==> images/placement.png <==
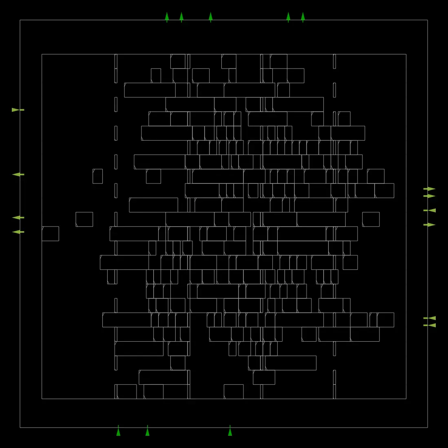
==> images/layer_met1.png <==
Scale: 6 px per um. Supply wires on this layer in grey.
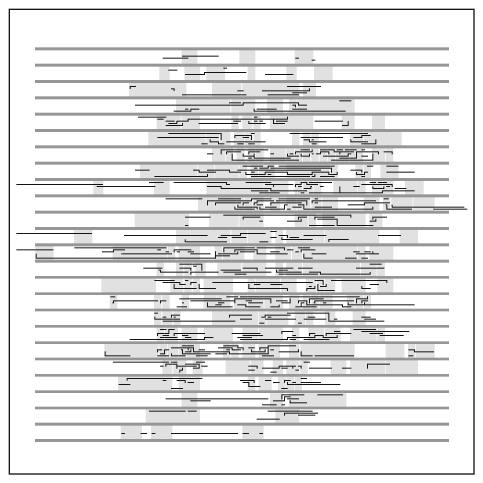
[src/rtl/cc_carmove_controller.sv]
// Car lateral-move controller: button-held auto-repeat moves on game ticks,
// edge blocking via the external side comparator, and a timed crash freeze.
module cc_carmove_controller #(
   parameter int unsigned          DATAWIDTH   = 8,
   parameter int unsigned          MOVE_TICKS  = 4,
   parameter int unsigned          CRASH_TICKS = 16,
   parameter logic [DATAWIDTH-1:0] START_POS   = 8'b00100000
) (
   input  logic                 CC_CARMOVE_CONTROLLER_CLOCK_50,
   input  logic                 CC_CARMOVE_CONTROLLER_RESET_InLow,
   input  logic                 CC_CARMOVE_CONTROLLER_left_InLow,
   input  logic                 CC_CARMOVE_CONTROLLER_right_InLow,
   input  logic                 CC_CARMOVE_CONTROLLER_tick_InHigh,
   input  logic                 CC_CARMOVE_CONTROLLER_crash_InHigh,
   input  logic                 CC_CARMOVE_CONTROLLER_side_InLow,
   output logic [DATAWIDTH-1:0] CC_CARMOVE_CONTROLLER_data_OutBUS,
   output logic                 CC_CARMOVE_CONTROLLER_moving_OutHigh,
   output logic                 CC_CARMOVE_CONTROLLER_blocked_OutHigh,
   output logic                 CC_CARMOVE_CONTROLLER_crashed_OutHigh
);

   localparam int unsigned MAX_TICKS = (CRASH_TICKS > MOVE_TICKS) ? CRASH_TICKS : MOVE_TICKS;
   localparam int unsigned CW        = ($clog2(MAX_TICKS) < 4) ? 4 : $clog2(MAX_TICKS);

   localparam logic [DATAWIDTH-1:0] POS_80 = DATAWIDTH'(8'h80);
   localparam logic [DATAWIDTH-1:0] POS_40 = DATAWIDTH'(8'h40);
   localparam logic [DATAWIDTH-1:0] POS_20 = DATAWIDTH'(8'h20);
   localparam logic [DATAWIDTH-1:0] POS_10 = DATAWIDTH'(8'h10);

   typedef enum logic [1:0] {IDLE, ARMED, MOVE, CRASH} state_t;
   typedef enum logic {LEFT, RIGHT} dir_t;

   state_t        state;
   dir_t          dir;
   logic [CW-1:0] cnt;

   logic only_left, only_right, held, opposite, valid_pos;

   always_comb begin
      only_left  = !CC_CARMOVE_CONTROLLER_left_InLow && CC_CARMOVE_CONTROLLER_right_InLow;
      only_right = !CC_CARMOVE_CONTROLLER_right_InLow && CC_CARMOVE_CONTROLLER_left_InLow;
      held       = (dir == LEFT) ? only_left : only_right;
      opposite   = (dir == LEFT) ? only_right : only_left;
      valid_pos  = (CC_CARMOVE_CONTROLLER_data_OutBUS == POS_80) ||
                   (CC_CARMOVE_CONTROLLER_data_OutBUS == POS_40) ||
                   (CC_CARMOVE_CONTROLLER_data_OutBUS == POS_20) ||
                   (CC_CARMOVE_CONTROLLER_data_OutBUS == POS_10);
   end

   always_ff @(posedge CC_CARMOVE_CONTROLLER_CLOCK_50 or negedge CC_CARMOVE_CONTROLLER_RESET_InLow) begin
      if (!CC_CARMOVE_CONTROLLER_RESET_InLow) begin
         state                                 <= IDLE;
         dir                                   <= LEFT;
         cnt                                   <= '0;
         CC_CARMOVE_CONTROLLER_data_OutBUS     <= START_POS;
         CC_CARMOVE_CONTROLLER_moving_OutHigh  <= 1'b0;
         CC_CARMOVE_CONTROLLER_blocked_OutHigh <= 1'b0;
         CC_CARMOVE_CONTROLLER_crashed_OutHigh <= 1'b0;
      end else begin
         CC_CARMOVE_CONTROLLER_moving_OutHigh  <= 1'b0;
         CC_CARMOVE_CONTROLLER_blocked_OutHigh <= 1'b0;
         // Crash overrides every state, including a move about to execute.
         if (CC_CARMOVE_CONTROLLER_crash_InHigh) begin
            state                                 <= CRASH;
            cnt                                   <= '0;
            CC_CARMOVE_CONTROLLER_crashed_OutHigh <= 1'b1;
         end else begin
            case (state)
               IDLE: begin
                  cnt <= '0;
                  if (only_left) begin
                     state <= ARMED;
                     dir   <= LEFT;
                  end else if (only_right) begin
                     state <= ARMED;
                     dir   <= RIGHT;
                  end
               end
               ARMED: begin
                  if (opposite) begin
                     dir <= (dir == LEFT) ? RIGHT : LEFT;
                     cnt <= '0;
                  end else if (!held) begin
                     state <= IDLE;
                     cnt   <= '0;
                  end else if (CC_CARMOVE_CONTROLLER_tick_InHigh) begin
                     if (cnt == CW'(MOVE_TICKS - 1)) begin
                        state <= MOVE;
                        cnt   <= '0;
                     end else begin
                        cnt <= cnt + 1'b1;
                     end
                  end
               end
               MOVE: begin
                  cnt   <= '0;
                  state <= held ? ARMED : IDLE;
                  if (!valid_pos) begin
                     CC_CARMOVE_CONTROLLER_data_OutBUS <= START_POS;
                  end else if (dir == LEFT) begin
                     if (!CC_CARMOVE_CONTROLLER_side_InLow && CC_CARMOVE_CONTROLLER_data_OutBUS == POS_80) begin
                        CC_CARMOVE_CONTROLLER_blocked_OutHigh <= 1'b1;
                     end else begin
                        CC_CARMOVE_CONTROLLER_data_OutBUS    <= CC_CARMOVE_CONTROLLER_data_OutBUS << 1;
                        CC_CARMOVE_CONTROLLER_moving_OutHigh <= 1'b1;
                     end
                  end else begin
                     if (!CC_CARMOVE_CONTROLLER_side_InLow && CC_CARMOVE_CONTROLLER_data_OutBUS == POS_10) begin
                        CC_CARMOVE_CONTROLLER_blocked_OutHigh <= 1'b1;
                     end else begin
                        CC_CARMOVE_CONTROLLER_data_OutBUS    <= CC_CARMOVE_CONTROLLER_data_OutBUS >> 1;
                        CC_CARMOVE_CONTROLLER_moving_OutHigh <= 1'b1;
                     end
                  end
               end
               CRASH: begin
                  CC_CARMOVE_CONTROLLER_crashed_OutHigh <= 1'b1;
                  if (CC_CARMOVE_CONTROLLER_tick_InHigh) begin
                     if (cnt == CW'(CRASH_TICKS - 1)) begin
                        state                                 <= IDLE;
                        cnt                                   <= '0;
                        CC_CARMOVE_CONTROLLER_data_OutBUS     <= START_POS;
                        CC_CARMOVE_CONTROLLER_crashed_OutHigh <= 1'b0;
                     end else begin
                        cnt <= cnt + 1'b1;
                     end
                  end
               end
               default: state <= IDLE;
            endcase
         end
      end
   end

endmodule

[config.mk]
export PLATFORM = sky130hd
export DESIGN_NAME = cc_carmove_controller
export DESIGN_NICKNAME = d
export VERILOG_FILES = /design/src/rtl/cc_carmove_controller.sv
export SDC_FILE = /design/constraint.sdc
export NUM_CORES = 1
export LEC_CHECK = 0
export ABC_AREA = 1
export CORE_MARGIN = 4
export CORE_UTILIZATION = 25
export CTS_CLUSTER_DIAMETER = 60
export DETAILED_ROUTE_END_ITERATION = 12
export GPL_TIMING_DRIVEN = 0
export MAX_ROUTING_LAYER = met4
export SYNTH_ARGS = -nofsm -noshare
export SYNTH_HDL_FRONTEND = slang
export SYNTH_SLANG_ARGS = --single-unit
[constraint.sdc]
create_clock -name CC_CARMOVE_CONTROLLER_CLOCK_50 -period 1.3 [get_ports CC_CARMOVE_CONTROLLER_CLOCK_50]
set_input_delay 0.13 -clock CC_CARMOVE_CONTROLLER_CLOCK_50 [delete_from_list [all_inputs] [get_ports CC_CARMOVE_CONTROLLER_CLOCK_50]]
set_output_delay 0.13 -clock CC_CARMOVE_CONTROLLER_CLOCK_50 [all_outputs]
set_load 0.03 [all_outputs]
==> results.ini <==
[pwr]
p_total_w = 0.00386
ir_drop_mv = 0.477
maxPowerGroup = combinational logic
clock_power_w = 0.000480

[cells_and_area]
buffer_area_share_pct = 21.8

[critical_path]
reg2reg_depth = 6
crit_path_end = CC_CARMOVE_CONTROLLER_data_OutBUS[4]$_DFFE_PN0P_
worstSetupPathType = reg2reg

[run_status]
status = finished with violations
failed_checks = negative setup slack

[grt]
gr-total-overflow = 0
grt_pass1_vias = 1203

[timing]
post-route-min-period_ns = 1.44
finalSetupViolations = 15
setup_tns_ns = -1.55
setup_slack_ns = -0.144
fmax_mhz = 693

[logic_synthesis]
synthTopLogicFamily = simple AND/OR/NAND/NOR gates
netlist.area_leader.share_pct = 35.5
synth.largest_area_cell = dfrtp_1
yosysWarnings = 0
syn_area_mm2 = 0.00120
ys_seq_share_pct = 37.7

[clocking]
clock-sinks = 18
cts_buffers = 3

[routing]
drc = 0
wl_met3_um = 118
drt_pass1_iterations = 4
drt_iter0_drc = 110

[place]
gp_congestion = 0.839

[run]
warning_count = 30

## Picture notes: placement.png
FILL cells: 441
fin cells: 270
n_taps: 52
Flops: 18
fin util: 42.1%

## Picture notes: layer_met1.png
main direction	horizontal
nets with wire on the layer	205
share of all routed wire	45%
longest straight run	29.9 um
wire length on this layer	1570 um
Post-Route WL: 3.49 mm
via count: 1302
GR Util met1: 14.5%

## flip-flops by register name, indices dropped and copies added (netlist names)
signal	cells
state	2
cnt	4
CC_CARMOVE_CONTROLLER_moving_OutHigh	1
CC_CARMOVE_CONTROLLER_data_OutBUS	8
dir	1
CC_CARMOVE_CONTROLLER_crashed_OutHigh	1
CC_CARMOVE_CONTROLLER_blocked_OutHigh	1
## critical path, stage by stage (launching register included)
cell     delay [ns]
dfrtp_1        0.42
buf_4          0.17
nor2_1         0.37
nand3_4        0.17
nand2_4        0.14
nand2_1        0.06
nand2_1        0.05
## through the flow
step	worst slack [ns]	utilization (%)
CTS	-0.0990	38.1
global route	-0.253	42.1
floorplan	-0.0958	-
global placement	-0.467	32.1
finish	-0.144	42.1
detailed placement	-0.486	32.1
